`src/rtl/alu_seq_unit_if.sv`:
```
// Command/response channels of alu_seq_unit.
// The flag signals exist only when ALU_SEQ_FLAGS_EN is defined.
interface alu_seq_unit_if #(parameter int WIDTH = 16);
    logic             in_valid;
    logic             in_ready;
    logic [2:0]       opcode;
    logic [WIDTH-1:0] A;
    logic [WIDTH-1:0] B;
    logic             out_valid;
    logic             out_ready;
    logic [WIDTH-1:0] Result;
`ifdef ALU_SEQ_FLAGS_EN
    logic             flag_z;
    logic             flag_c;
`endif

    modport master (
        output in_valid, opcode, A, B, out_ready,
`ifdef ALU_SEQ_FLAGS_EN
        input  flag_z, flag_c,
`endif
        input  in_ready, out_valid, Result
    );

    modport slave (
        input  in_valid, opcode, A, B, out_ready,
`ifdef ALU_SEQ_FLAGS_EN
        output flag_z, flag_c,
`endif
        output in_ready, out_valid, Result
    );
endinterface

```
`src/rtl/alu_seq_unit.sv`:
```
// Handshaked 16-bit ALU with a multi-cycle shift-add multiplier.
// Define ALU_SEQ_FLAGS_EN to add the registered zero and carry flags.
//
// state  | meaning
// S_IDLE | waiting for a command, in_ready high
// S_BUSY | MUL in progress, one shift-add step per clock
// S_DONE | response presented, held until out_ready
module alu_seq_unit #(
    parameter int WIDTH      = 16,
    parameter int MUL_CYCLES = 16
) (
    input  logic          clk,
    input  logic          rst_n,
    alu_seq_unit_if.slave bus
);
    localparam int SH_W  = $clog2(WIDTH);
    localparam int CNT_W = $clog2(MUL_CYCLES);

    localparam logic [2:0] OP_ADD = 3'b000;
    localparam logic [2:0] OP_SUB = 3'b001;
    localparam logic [2:0] OP_AND = 3'b010;
    localparam logic [2:0] OP_OR  = 3'b011;
    localparam logic [2:0] OP_XOR = 3'b100;
    localparam logic [2:0] OP_MUL = 3'b101;
    localparam logic [2:0] OP_SHL = 3'b110;
    localparam logic [2:0] OP_SLT = 3'b111;

    typedef enum logic [1:0] {S_IDLE, S_BUSY, S_DONE} state_t;

    state_t             state_q, state_d;
    logic [CNT_W-1:0]   cnt_q;
    logic [WIDTH-1:0]   op_a_q;
    logic [2*WIDTH-1:0] prod_q;
    logic [2*WIDTH-1:0] prod_step;
    logic [WIDTH:0]     mul_sum;
    logic [WIDTH-1:0]   result_q;
    logic [WIDTH-1:0]   alu_res;
    logic [SH_W-1:0]    sh;
    logic               out_valid_q;
    logic               in_ready;
    logic               accept;
    logic               mul_last;

    assign sh = bus.B[SH_W-1:0];

    always_comb begin
        alu_res = '0;
        case (bus.opcode)
            OP_ADD:  alu_res = bus.A + bus.B;
            OP_SUB:  alu_res = bus.A - bus.B;
            OP_AND:  alu_res = bus.A & bus.B;
            OP_OR:   alu_res = bus.A | bus.B;
            OP_XOR:  alu_res = bus.A ^ bus.B;
            OP_SHL:  alu_res = bus.A << sh;
            OP_SLT:  alu_res = WIDTH'(bus.A < bus.B);
            default: alu_res = '0;
        endcase
    end

    // Product register holds {partial sum, remaining multiplier bits}; shift right each step.
    always_comb begin
        mul_sum   = {1'b0, prod_q[2*WIDTH-1:WIDTH]}
                  + (prod_q[0] ? {1'b0, op_a_q} : {(WIDTH+1){1'b0}});
        prod_step = {mul_sum, prod_q[WIDTH-1:1]};
    end

    always_comb begin
        state_d  = state_q;
        in_ready = 1'b0;
        mul_last = 1'b0;
        case (state_q)
            S_IDLE: in_ready = 1'b1;
            S_BUSY: begin
                if (cnt_q == '0) begin
                    mul_last = 1'b1;
                    state_d  = S_DONE;
                end
            end
            S_DONE: begin
                in_ready = bus.out_ready;
                if (bus.out_ready) state_d = S_IDLE;
            end
            default: state_d = S_IDLE;
        endcase
        accept = in_ready & bus.in_valid;
        if (accept) state_d = (bus.opcode == OP_MUL) ? S_BUSY : S_DONE;
    end

    always_ff @(posedge clk or negedge rst_n) begin
        if (!rst_n) state_q <= S_IDLE;
        else        state_q <= state_d;
    end

`ifdef ALU_SEQ_FLAGS_EN
    logic flag_z_q, flag_c_q;
    logic alu_c;

    // Lost SHL bits show up as a mismatch when the result is shifted back.
    always_comb begin
        alu_c = 1'b0;
        case (bus.opcode)
            OP_ADD:  alu_c = (alu_res < bus.A);
            OP_SUB:  alu_c = (bus.A < bus.B);
            OP_SHL:  alu_c = ((alu_res >> sh) != bus.A);
            default: alu_c = 1'b0;
        endcase
    end

    always_ff @(posedge clk or negedge rst_n) begin
        if (!rst_n) begin
            flag_z_q <= 1'b0;
            flag_c_q <= 1'b0;
        end else if (accept && bus.opcode != OP_MUL) begin
            flag_z_q <= (alu_res == '0);
            flag_c_q <= alu_c;
        end else if (!accept && mul_last) begin
            flag_z_q <= (prod_step[WIDTH-1:0] == '0);
            flag_c_q <= |prod_step[2*WIDTH-1:WIDTH];
        end
    end

    assign bus.flag_z = flag_z_q;
    assign bus.flag_c = flag_c_q;
`endif

    always_ff @(posedge clk or negedge rst_n) begin
        if (!rst_n) begin
            cnt_q       <= '0;
            op_a_q      <= '0;
            prod_q      <= '0;
            result_q    <= '0;
            out_valid_q <= 1'b0;
        end else begin
            out_valid_q <= (state_d == S_DONE);
            if (accept) begin
                op_a_q <= bus.A;
                if (bus.opcode == OP_MUL) begin
                    prod_q <= {{WIDTH{1'b0}}, bus.B};
                    cnt_q  <= CNT_W'(MUL_CYCLES - 1);
                end else begin
                    result_q <= alu_res;
                end
            end else if (state_q == S_BUSY) begin
                prod_q <= prod_step;
                if (mul_last) result_q <= prod_step[WIDTH-1:0];
                else          cnt_q    <= cnt_q - 1'b1;
            end
        end
    end

    assign bus.in_ready  = in_ready;
    assign bus.out_valid = out_valid_q;
    assign bus.Result    = result_q;
endmodule

```
`src/flat_wrapper.sv`:
```
// flat-port wrapper written by rule: the top's interface ports become plain ports
module alu_seq_unit_flat 
#(
    parameter int WIDTH      = 16,
    parameter int MUL_CYCLES = 16
)
  (clk, rst_n, bus_in_valid, bus_opcode, bus_A, bus_B, bus_out_ready, bus_in_ready, bus_out_valid, bus_Result);
  alu_seq_unit_if #(.WIDTH(WIDTH)) bus_i ();
  input  logic clk;
  input  logic rst_n;
  input wire logic [$bits(bus_i.in_valid)-1:0] bus_in_valid;
  input wire logic [$bits(bus_i.opcode)-1:0] bus_opcode;
  input wire logic [$bits(bus_i.A)-1:0] bus_A;
  input wire logic [$bits(bus_i.B)-1:0] bus_B;
  input wire logic [$bits(bus_i.out_ready)-1:0] bus_out_ready;
  output wire logic [$bits(bus_i.in_ready)-1:0] bus_in_ready;
  output wire logic [$bits(bus_i.out_valid)-1:0] bus_out_valid;
  output wire logic [$bits(bus_i.Result)-1:0] bus_Result;
  assign bus_i.in_valid = bus_in_valid;
  assign bus_i.opcode = bus_opcode;
  assign bus_i.A = bus_A;
  assign bus_i.B = bus_B;
  assign bus_i.out_ready = bus_out_ready;
  assign bus_in_ready = bus_i.in_ready;
  assign bus_out_valid = bus_i.out_valid;
  assign bus_Result = bus_i.Result;
  alu_seq_unit #(.WIDTH(WIDTH), .MUL_CYCLES(MUL_CYCLES)) u_core (.clk(clk), .rst_n(rst_n), .bus(bus_i));
endmodule
```
`config.mk`:
```
export PLATFORM = sky130hd
export DESIGN_NAME = alu_seq_unit_flat
export DESIGN_NICKNAME = d
export VERILOG_FILES = /design/src/rtl/alu_seq_unit_if.sv /design/src/rtl/alu_seq_unit.sv /design/src/flat_wrapper.sv
export SDC_FILE = /design/constraint.sdc
export NUM_CORES = 1
export LEC_CHECK = 0
export ABC_AREA = 1
export CORE_MARGIN = 10
export CORE_UTILIZATION = 54
export CTS_CLUSTER_SIZE = 12
export DETAILED_ROUTE_END_ITERATION = 12
export PLACE_DENSITY = 0.76
export RECOVER_POWER = 100
export SKIP_CTS_REPAIR_TIMING = 1
export SLEW_MARGIN = 20
export SYNTH_ARGS = -nofsm -noshare
export SYNTH_HDL_FRONTEND = slang
export SYNTH_SLANG_ARGS = --single-unit
export TNS_END_PERCENT = 100
```
`constraint.sdc`:
```
create_clock -name clk -period 2.2 [get_ports clk]
set_clock_uncertainty 0.15 [all_clocks]
set_input_delay 0.66 -clock clk [delete_from_list [all_inputs] [get_ports clk]]
set_output_delay 0.66 -clock clk [all_outputs]
set_load 0.02 [all_outputs]
```
==> flow_summary.ini, run 1 <==
; implementation run metrics
[sta]
final-max-slew-violation-count = 0
slew-limit-headroom = 0.315
max_slew.worst_pin.slew_ns = 1.03
report.final.hold_viol_count = 0
finalClockPeriodUsage = 1.08
setup_viol_count_final = 21
timing.hold.ws_ns = 0.328
fmax_mhz = 419
rsz0062_at_grt = true
finalWorstSetupSlack_ns = -0.184
fin_setup_tns_ns = -1.59
final.min_clock_period_ns = 2.38

[cts]
insertion_delay_ns = 0.33
cts_sinks = 71
clkSlewWorstSetupHoldPaths_ns = 0.06
clock_buffer_depth = 2
tritoncts_clock_tree = built
cts.root.buffer_cell = clkbuf_16
cts_htree_levels = 3

[logic_synthesis]
ys.flops = 71
synth-async-reset-ratio = 1.00
compound_area_frac = 0.179
ys_types = 44
yosys.area.top_type_share = 0.254
top_cells_by_area = dfrtp_1, nand2_1, ha_1
yosysCellCount = 1107
synth.yosys.seq_area_share = 0.254
post-synth-top-count-cell = nand2_1
synthSimpleGateAreaFrac = 0.321
postSynthAreaPerCell_sq_um = 6.33
logic_family = simple AND/OR/NAND/NOR gates
synthAdderAreaFrac = 0.134
synthXorXnorAreaFrac = 0.00375
netlist.top_cell.by_area = dfrtp_1
syn-num-nets = 1219
yosys_warnings = 0
syn_inst = 1107
synth-edff-count = 0
ys_top_cells_by_count = nand2_1, inv_1, nand3_1
synth_top_flop_cell = dfrtp_1
area_of_the_synthesized_netlist_per_yosys_stat_sq_um = 7010
synthesis.area_sq_um = 7010
synth.area.mux_share = 0.00286

[floorplan]
tapcell.inserted = 172
floorplan.die.width_microns = 134
die.size.y_microns = 134
chipArea_sq_um = 17900

[critical_path]
timing.critical_path.to = u_core.prod_q[23]$_DFFE_PN0P_
r2r-start = u_core.prod_q[0]$_DFFE_PN0P_
worst_path_largest_cell_delay_ns = 0.47
critical_path.startpoint_type = flip-flop
crit_type = reg2reg
crit_arrival_ns = 2.51
timing.critical_path.mode_cell = nand2_2
reg2regPathDepth = 12
timing.reg2reg.setup_slack_ns = -0.18
critical_path.endpoint_type = flip-flop
critical_path.startpoint = u_core.prod_q[0]$_DFFE_PN0P_
critical_path.max_fanout = 6
critical_path_required_time_ns = 2.32
timing.critical_path.depth = 12
critPathSlowestCell = dfrtp_2
critical-path-top-delay-family = AND-OR/OR-AND gates
critical_path.reg2reg.endpoint = u_core.prod_q[23]$_DFFE_PN0P_
critical_path.cell_chain = nand2_2 > inv_2 > ha_4 > fa_2 > nand3_2 > nand2_2 > a21oi_4 > buf_6 > o21ai_4 > a21oi_2 > o21ai_2 > nand2_1
cp.buffers_inverters = 2

[finish]
logic_gate_count = 849
largest_reg_flops = 32
non_clock_buffer_count = 282
area_growth_syn_to_layout_pct = 55.3
final_net_count = 1470
layout.cells.most_common = nand2_1
layoutNonFillerInstCount = 1535
layout.sequential_cells = 71
dominant-cell-class = combinational gates
clk_share = 0.0297
sh_seq_area = 0.163
nonClockInverterCount = 145
final-seq-area_sq_um = 1780
n_fill_cell = 698
comb_share = 0.518
num_antenna_cells = 0
final-comb-area_sq_um = 5640
clock_buffer_count_in_the_final_layout = 10
top_register = u_core.prod_q
area_share_nonclk_buffers = 0.217

[grt]
grt_max_degree = 36
grt_first_pass_wirelength_mm = 42.8
antenna_found_initial = 0
first_global_vias = 8356
grt_overflow = 0
grt.met3_usage = 0.0377
layer_carrying_the_most_global_route_usage = met2
grt_util_met1 = 0.373
grtUsageTotal = 0.295

[pwr]
seq_power_share = 0.260
switching_share = 0.443
top_power_group = combinational cells
power_frac_clock = 0.185
share_comb_of_total_power = 0.555
report.power.total_mw = 8.59
comb_cell_power_mw = 4.77
clk-power_mw = 1.59
internal_power_mw = 4.79
total_leakage_power_nw = 5.52
power.sequential.total_mw = 2.23
power_per_cell_area_nw_per_um2 = 790
netSwitchingPower_mw = 3.81
vdd.ir_drop.worst_mv = 0.456

[routing]
route.antenna.remaining_nets = 0
routedWlPerCell_microns = 21.1
drcViolationCount = 0
first_pass_iters = 8
detail_route.wirelength.met1_mm = 11.9
viasPerCell = 6.16
routed-wl-met3_mm = 3.09
dr.max_layer_used = met4

[run_status]
outcome = complete, but fails checks
failed_checks = setup timing

[hold_path]
worst_min_delay_path_category = in2async

[place]
detailed_place.area_sq_um = 9410
placement.setup.worst_slack_ns = -0.923
placed_cell_count = 1505
hpwlAfterDp_mm = 21.1
routabilityCongestion = 1.03

[flow_run]
warnings = 65
max_cap_viol_count = 0
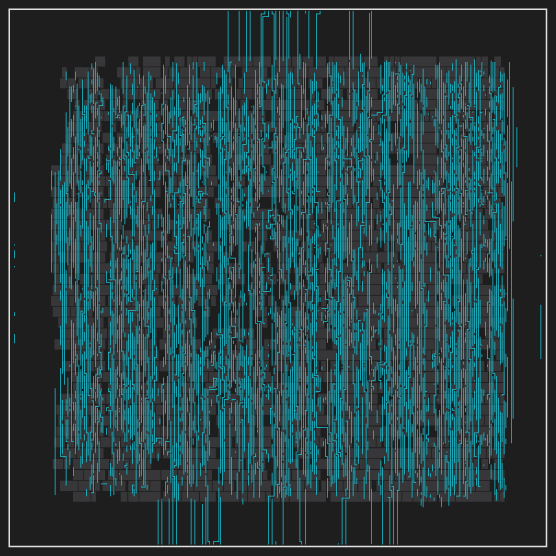
**Above:** run 1 (M2 wires).
(4 px per micron)
- nets with wire on the layer: 1245
- wire length on this layer: 15200 microns
- share of all routed wire: 47%
- longest straight run: 65.3 microns
met2 capacity usage during global routing: 0.490
via count: 9452
wirelength, routed: 32.4 mm

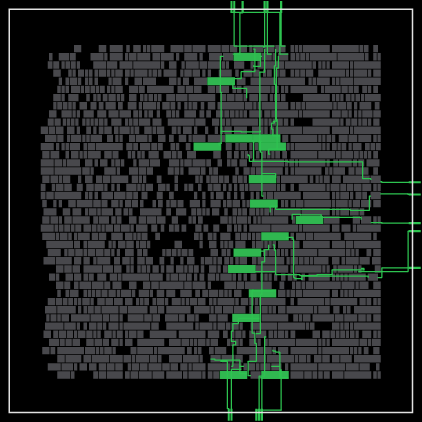
**Above:** run 1 (port wiring).
(3 px per micron)
- green: `bus_Result` (bits 16; direction output; end cells 16; buffers 16; wire 864 microns)
count of port buffers added during placement: 56
number of ports placed on the die boundary: 57

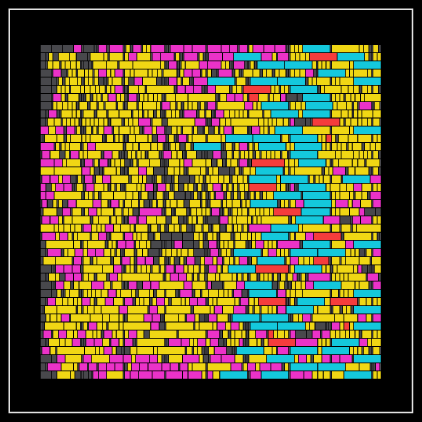
**Above:** run 1 (cell classes on the final placement).
(3 px per micron) Fill, decap, tap and diode cells in gray.
- magenta: remaining buffers and delay cells (cells 282; share of their area 22%)
- yellow: remaining logic cells (cells 994; share of their area 58%)
- cyan: registers (cells 71; share of their area 17%)
- red: clock drivers and dummy loads (cells 16; share of their area 3.0%)
final core area utilization: 0.859
final cell area excluding filler cells: 10900 sq um
row count: 41
Floorplan Core Area: 12700 sq um

==> run 2: changes to the inputs <==
==> constraint.sdc (replaced) <==
create_clock -name clk -period 2.2 [get_ports clk]
set_clock_uncertainty 0.15 [all_clocks]
set_input_delay 0.66 -clock clk [delete_from_list [all_inputs] [get_ports clk]]
set_output_delay 0.66 -clock clk [all_outputs]
set_load 0.01 [all_outputs]
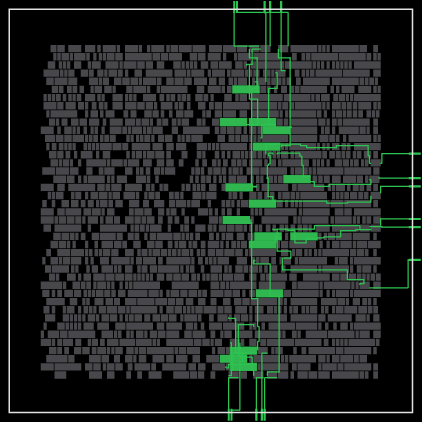
**Above:** run 2 (port wiring).
(3 px per micron)
- green: `bus_Result` (bits 16; direction output; end cells 16; buffers 16; wire 900 microns)

==> run 2 against run 1 <==
The flow still finishes with violations (setup timing). Sequential power barely moved. Fmax rose by 0.61%. Area after synthesis did not move. Register-to-register slack barely moved. Via count fell by 2.4%. Hold slack improved by 0.0090 ns. First-iteration DRC count fell by 15%. Clock power rose by 8%. Critical path type unchanged. Largest power group unchanged.
==> flow_summary.ini, run 2 <==
; implementation run metrics
[run_status]
outcome = complete, but fails checks
failed_checks = setup timing

[routing]
routedWlPerCell_microns = 20.1
routed-wl-met3_mm = 2.90
viasPerCell = 6.01
first_pass_iters = 6

[flow_run]
max_cap_viol_count = 0
warnings = 65

[logic_synthesis]
synthSimpleGateAreaFrac = 0.321
top_cells_by_area = dfrtp_1, nand2_1, ha_1
ys.flops = 71
syn_inst = 1107
synthAdderAreaFrac = 0.134
synth-async-reset-ratio = 1.00
netlist.top_cell.by_area = dfrtp_1
postSynthAreaPerCell_sq_um = 6.33
synth.yosys.seq_area_share = 0.254
yosys_warnings = 0
synthesis.area_sq_um = 7010
ys_top_cells_by_count = nand2_1, inv_1, nand3_1

[cts]
cts_htree_levels = 3
clkSlewWorstSetupHoldPaths_ns = 0.06

[pwr]
share_comb_of_total_power = 0.530
total_leakage_power_nw = 5.55
power.sequential.total_mw = 2.23
clk-power_mw = 1.72
internal_power_mw = 4.88
report.power.total_mw = 8.39
switching_share = 0.419
power_per_cell_area_nw_per_um2 = 773
netSwitchingPower_mw = 3.51

[place]
detailed_place.area_sq_um = 9410
routabilityCongestion = 1.01

[finish]
final_net_count = 1469
top_register = u_core.prod_q
final_core_utilization = 0.857
layout.cells.most_common = nand2_1
num_antenna_cells = 0
area_share_nonclk_buffers = 0.218
nonClockInverterCount = 145
comb_share = 0.513
n_fill_cell = 768

[sta]
final-max-slew-violation-count = 0
finalClockPeriodUsage = 1.08
fmax_mhz = 422
rsz0062_at_grt = true
fin_setup_tns_ns = -0.694
timing.hold.ws_ns = 0.337
finalWorstSetupSlack_ns = -0.170
final.min_clock_period_ns = 2.37
max_slew.worst_pin.slew_ns = 0.962
setup_viol_count_final = 9
report.final.hold_viol_count = 0

[grt]
grt.met3_usage = 0.0467
antenna_found_initial = 1
grt_util_met1 = 0.355
grt_max_degree = 72
first_global_vias = 8520
grt_first_pass_wirelength_mm = 43.1
global_route.usage.met2 = 0.514
layer_carrying_the_most_global_route_usage = met2
grtUsageTotal = 0.298

[critical_path]
timing.critical_path.depth = 11
crit_arrival_ns = 2.49
critical-path-top-delay-family = AND-OR/OR-AND gates
r2r-start = u_core.prod_q[0]$_DFFE_PN0P_
critical_path.reg2reg.endpoint = u_core.prod_q[29]$_DFFE_PN0P_
critical_path.endpoint_type = flip-flop

[floorplan]
fp.coreArea_sq_um = 12700
placement_rows = 41

[hold_path]
worst_min_delay_path_category = reg2reg
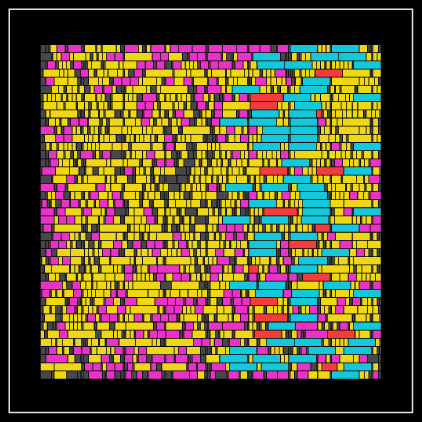
**Above:** run 2 (cell classes on the final placement).
(3 px per micron) Fill, decap, tap and diode cells in gray.
- magenta: remaining buffers and delay cells (cells 281; share of their area 22%)
- yellow: remaining logic cells (cells 994; share of their area 58%)
- red: clock drivers and dummy loads (cells 16; share of their area 3.4%)
- cyan: registers (cells 71; share of their area 17%)
final cell area excluding filler cells: 10900 sq um
flop share of the area: 0.164

==> run 3: changes to the inputs <==
--- a/config.mk
+++ b/config.mk
@@ -10,6 +10,7 @@
 export CORE_UTILIZATION = 54
 export CTS_CLUSTER_SIZE = 12
 export DETAILED_ROUTE_END_ITERATION = 12
+export MAX_ROUTING_LAYER = met4
 export PLACE_DENSITY = 0.76
 export RECOVER_POWER = 100
 export SKIP_CTS_REPAIR_TIMING = 1
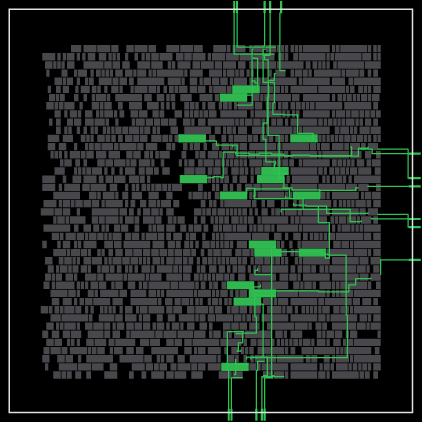
**Above:** run 3 (port wiring).
(3 px per micron)

==> run 3 against run 2 <==
The run still ends with setup timing left. Wire length grew 10%. Cell area grew 0.69%. Area after synthesis is the same. Global-route usage grew 1.3 points. Hold slack gained 0.025 ns. Worst setup slack lost 0.16 ns. Critical path depth is the same. Critical endpoint is now u_core.bus.Result[1]$_DFFE_PN0P_. Highest routed layer is now met4.
==> flow_summary.ini, run 3 <==
; implementation run metrics
[sta]
rsz0062_at_grt = true
fmax_mhz = 396
finalWorstSetupSlack_ns = -0.325
report.final.hold_viol_count = 0
setup_viol_count_final = 41
slew-limit-headroom = 0.346
fin_setup_tns_ns = -3.85

[logic_synthesis]
synthSimpleGateAreaFrac = 0.321
synthXorXnorAreaFrac = 0.00375
syn_inst = 1107
synth-async-reset-ratio = 1.00
yosysCellCount = 1107
synth.yosys.seq_area_share = 0.254
post-synth-top-count-cell = nand2_1
logic_family = simple AND/OR/NAND/NOR gates
ys_types = 44
synth.area.mux_share = 0.00286
netlist.top_cell.by_area = dfrtp_1
synth_top_flop_cell = dfrtp_1

[routing]
drcViolationCount = 0
viasPerCell = 6.22
num_vias = 9652
routedWlPerCell_microns = 21.8
detail_route.wirelength.met1_mm = 12.2
wirelength_routed_mm = 33.8

[pwr]
switching_share = 0.454
seq_power_share = 0.275
internal_power_mw = 4.57
share_comb_of_total_power = 0.560
netSwitchingPower_mw = 3.80
total_leakage_power_nw = 5.59
power.sequential.total_mw = 2.30
report.power.total_mw = 8.38
top_power_group = combinational cells

[finish]
layout.sequential_cells = 71
clock_buffer_count_in_the_final_layout = 10
nonClockInverterCount = 145
comb_share = 0.513
largest_reg_flops = 32
clk_share = 0.0250
final_net_count = 1487
area_growth_syn_to_layout_pct = 56.0
n_fill_cell = 690
area_share_nonclk_buffers = 0.229

[grt]
grt_max_degree = 72
grt_overflow = 0
grt.met3_usage = 0.0306
grtUsageTotal = 0.311
antenna_found_initial = 0
grt_first_pass_wirelength_mm = 44.2
first_global_vias = 8676

[critical_path]
crit_arrival_ns = 2.60
timing.reg2reg.setup_slack_ns = -0.20
critPathSlowestCell = nor3_1
critical_path_required_time_ns = 2.28

[run_status]
failed_checks = setup timing
outcome = complete, but fails checks

[place]
hpwlAfterDp_mm = 21.8
placed_cell_count = 1518
buffer_ports.inserted = 56

[cts]
cts.root.buffer_cell = clkbuf_16
tritoncts_clock_tree = built
clock_buffer_depth = 2

[floorplan]
ios = 57
floorplan.die.width_microns = 134
tapcell.inserted = 172

[flow_run]
warnings = 65

[hold_path]
worst_min_delay_path_category = reg2reg
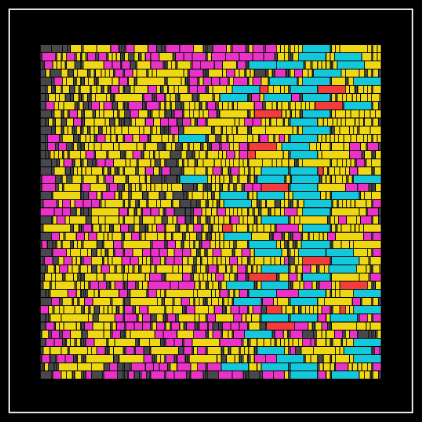
**Above:** run 3 (cell classes on the final placement).
(3 px per micron) Fill, decap, tap and diode cells in gray.
flop share of the area: 0.163
final cell area excluding filler cells: 10900 sq um
final core area utilization: 0.863

No activity file was given, so power comes from the tool's default toggle rates.
